==> config.mk <==
export PLATFORM = sky130hd
export DESIGN_NAME = mem_stage
export DESIGN_NICKNAME = d
export VERILOG_FILES = /design/src/rtl/mem_stage.sv
export SDC_FILE = /design/constraint.sdc
export NUM_CORES = 1
export LEC_CHECK = 0
export CORE_ASPECT_RATIO = 0.5
export CORE_MARGIN = 3
export CORE_UTILIZATION = 48
export DETAILED_ROUTE_END_ITERATION = 10
export PLACE_DENSITY_LB_ADDON = 0.05
export SETUP_SLACK_MARGIN = 0.05
export SKIP_CTS_REPAIR_TIMING = 1
export SLEW_MARGIN = 20
export SYNTH_ARGS = -nofsm -noshare
export SYNTH_HDL_FRONTEND = slang
export SYNTH_SLANG_ARGS = --single-unit
==> constraint.sdc <==
create_clock -name clk -period 3.6 [get_ports clk]
set_input_delay 1.08 -clock clk [delete_from_list [all_inputs] [get_ports clk]]
set_output_delay 1.08 -clock clk [all_outputs]
set_load 0.02 [all_outputs]
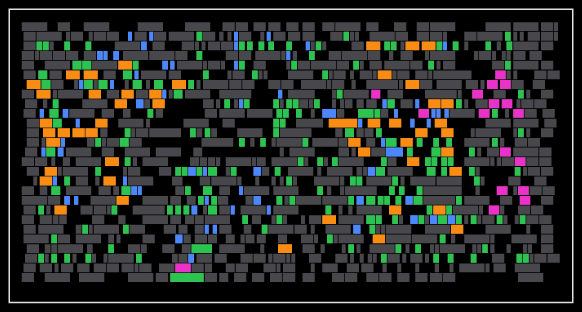
*Logic cells by family, run 1*
- AND-OR and OR-AND gates: magenta (cells 17)
- NOR gates: blue (cells 66)
- inverting AOI/OAI gates: green (cells 175; where widely spread)
- multiplexers: orange (cells 49)
multi-input combinational area share: 36.7%
dominant logic cell type in the layout: clkdlybuf4s50_1
final std cells w/o fill: 1026

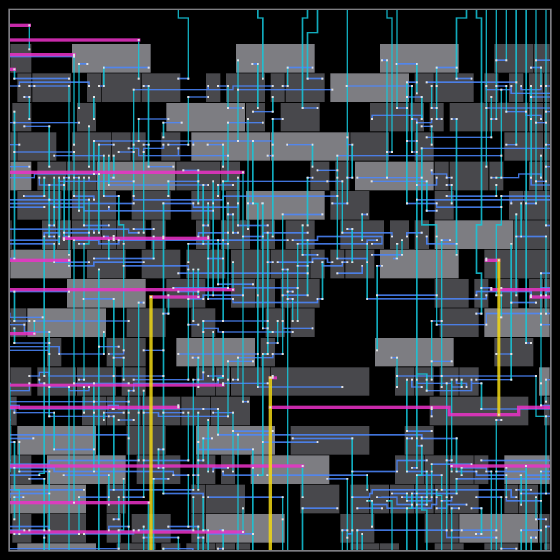
*Close-up of the layout, run 1*
Window x 15 to 65, y 32 to 82 um. Cells in grey, sequential cells in the stronger grey; small squares are vias.
- metal 3: magenta
- metal 4: yellow
- metal 2: cyan
- metal 1: blue
- cells with their middle in the window: 170
- sequential cells in the window: 26
- most frequent: clkdlybuf4s50_1 (33), nand2_1 (26), dfxtp_1 (26)

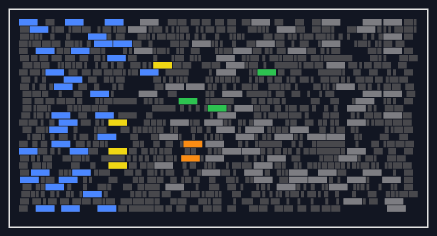
*Sequential cells grouped by signal name, run 1*
Other sequential cells in the stronger grey, the rest of the logic in the fainter grey.
- state_q: orange (flops 2)
- dmem_wdata: blue (flops 32; where a vertical strip on the left)
- dmem_wmask: yellow (flops 4)
- funct3_q: green (flops 3)
Seq. cell area: 2200 um^2
Seq group: 1.30 mW

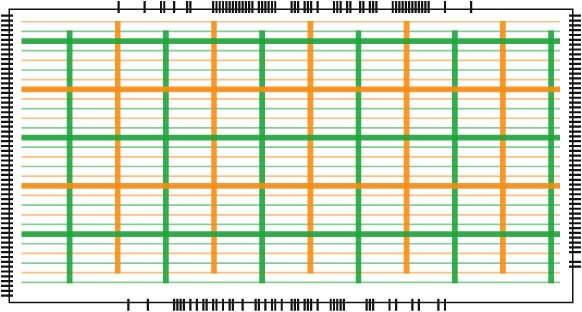
*Floorplan with the power grid, run 1*
Pins as bars on the die edge.
- VSS: green
- VDD: orange
- met4 straps: 11
- met1 rails: 28
- rows: 27
worst vdd ir: 0.292 mV
core area: 11100 um^2
Die Wd: 158 um
Die H: 82.2 um

==> flow_summary.yaml, run 1 <==
# implementation run metrics
timing:
  fin_skew_ps: 7.19
  finalHoldViolCount: 0
  slew_headroom_pct: 53.8
  fin_tns_setup_ps: 0
  slew_violations: 0
  timing.fmax_mhz: 288
  period_used_pct: 96.3
  tightest_slew_ps: 693
route:
  dr.first_iter.drc_count: 283
  top_layer_used: "met4"
  route.detailed.drc: 0
  via_per_inst: 5.45
  ant_nets: 0
  wl_met1_um: 7250
  drt_wl_total_um: 17200
  dr_wl_met3_um: 1540
global_route:
  antenna_found_initial: 0
  grt_pass1_wl_um: 26400
  grt-busiest-layer: "met2"
  grt_max_degree: 63
  grt_util_met3_pct: 8.95
  met1_usage_pct: 30.7
  grt_pass1_vias: 5328
final_layout:
  finish.instance_area_um2: 7880
  fillCellCount: 945
  nFlopsAndLatches: 110
  seq_area_share_pct: 28.0
  nMultiInputCombCells: 524
  bufAreaShareNonClock_pct: 28.9
  inv_count: 0
  final-clk-cell-share_pct: 4.08
  fin_nets: 981
  largest_class: "multi-input combinational cells"
  syn_to_final_growth_pct: 41.4
  nNonClkBuffers: 231
  n_antenna_cell: 0
clock_tree:
  root_buffer: "clkbuf_16"
  htree_levels: 3
  cts_tree: "built"
  clock_path_buffers: 2
  clkLatencyLatePin_ps: 350
  cts_sinks: 110
setup_path:
  path_depth: 5
  cp.arrival_ps: 2390
  worstPathBufferInverterCount: 1
  crit_type: "register to primary output"
  worst_path_max_delay_cell: "mux4_2"
  slowest_delay_ps: 550
  endpoint_kind: "primary output"
power:
  swShare_pct: 27.0
  p_sw_mw: 0.806
  leakagePower_nw: 2.80
  internal-power_mw: 2.18
  clkPwrFrac_pct: 35.8
  comb_power_mw: 0.616
  powerDensity_nw_per_um2: 379
  power_mw: 2.99
yosys:
  netlist_instances: 723
  ys_chip_area_um2: 5570
  ys_cells: 723
  synth_top_flop_cell: "dfxtp_1"
  syn-cell-area_um2: 5570
  enable_flop_cells: 0
  synth_flops: 110
  simple_gate_share_pct: 21.6
  top_cells_by_count: "175 x nand2_1, 129 x a21oi_1, 110 x dfxtp_1"
  ys_sh_adder_pct: 0
  top_logic_kind: "simple AND/OR/NAND/NOR gates"
  ys_seq_share_pct: 39.5
  yosysMostFrequentCell: "nand2_1"
  largest_area_cell: "dfxtp_1"
floorplan:
  well_tap_count: 145
  dieArea_um2: 13000
placement:
  hpwl_um: 12500
  dp.cells: 1010
  io_buffers: 208
  preCtsSetupSlack_ps: -277
status:
  status: "completed"
flow_run:
  cap_violations: 0
### Clock wiring as the flow saved it, run 1

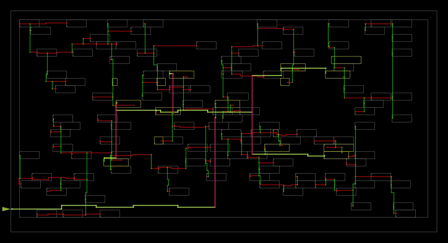

==> inputs of run 2 (changes only) <==
==> constraint.sdc (replaced) <==
create_clock -name clk -period 3.6 [get_ports clk]
set_input_delay 0.72 -clock clk [delete_from_list [all_inputs] [get_ports clk]]
set_output_delay 0.72 -clock clk [all_outputs]
set_load 0.02 [all_outputs]
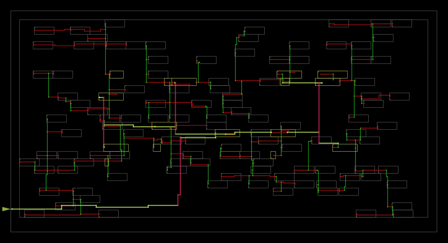
*Clock wiring as the flow saved it, run 2*
CTS sink count: 110
clk pwr: 1.01 mW

==> run 2 against run 1 <==
Compared with the run above: area after synthesis unchanged; clock power shrank 6%; final cell count fell by 0.68%; clock-buffer cell count grew 2; via count decreased by 0.32%; synthesized cell count unchanged; sequential share of layout area increased by 0.39 points.
==> flow_summary.yaml, run 2 <==
# implementation run metrics
setup_path:
  worstPathBufferInverterCount: 2
  slowest_delay_ps: 610
  path_depth: 6
  crit_type: "register to primary output"
floorplan:
  core_area_um2: 11100
  dieArea_um2: 13000
  die-height_um: 82.2
  fp.dieW_um: 158
  well_tap_count: 145
flow_run:
  cap_violations: 0
clock_tree:
  clkLatencyLatePin_ps: 350
  root_buffer: "clkbuf_16"
power:
  peakVddDrop_mv: 0.266
  p_sw_mw: 0.791
  swShare_pct: 27.1
  power_mw: 2.91
  clkPwrFrac_pct: 34.5
  powerDensity_nw_per_um2: 375
  internal-power_mw: 2.12
  seq_cell_power_mw: 1.30
  leakagePower_nw: 2.68
  comb_power_mw: 0.606
yosys:
  simple_gate_share_pct: 21.6
  netlist_instances: 723
  synth_flops: 110
  ys_sh_adder_pct: 0
  ys_chip_area_um2: 5570
  top_cells_by_count: "175 x nand2_1, 129 x a21oi_1, 110 x dfxtp_1"
  ys_seq_share_pct: 39.5
  ys_cells: 723
placement:
  dp.cells: 1003
  preCtsSetupSlack_ps: 406
  io_buffers: 208
  hpwl_um: 12300
final_layout:
  final-clk-cell-share_pct: 3.88
  syn_to_final_growth_pct: 39.3
  fillCellCount: 949
  inv_count: 0
  bufAreaShareNonClock_pct: 28.5
  nMultiInputCombCells: 524
  lay_top_count: "clkdlybuf4s50_1"
  nFlopsAndLatches: 110
  n_antenna_cell: 0
  regArea_um2: 2200
route:
  dr.first_iter.drc_count: 301
  top_layer_used: "met4"
  drt_wl_total_um: 17000
  wl_met1_um: 7170
timing:
  period_used_pct: 92.8
  slew_violations: 0
  finalHoldViolCount: 0
global_route:
  met1_usage_pct: 31.2
  grt_max_degree: 97
  grt_pass1_wl_um: 26300
  grt_pass1_vias: 5219
  grt-busiest-layer: "met2"
status:
  status: "completed"
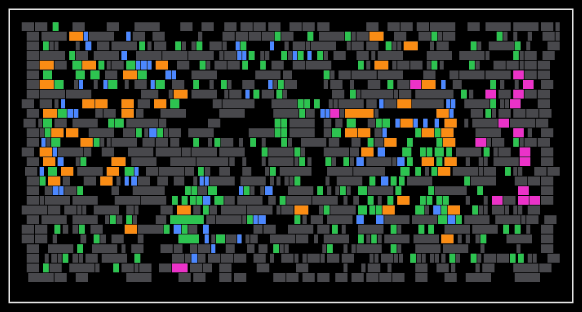
*Logic cells by family, run 2*
- inverting AOI/OAI gates: green (cells 175; where widely spread)
- multiplexers: orange (cells 49)
- NOR gates: blue (cells 66)
- AND-OR and OR-AND gates: magenta (cells 17)
final std cells w/o fill: 1019
multi-input combinational area share: 36.9%

Power and IR drop assume default switching activity.
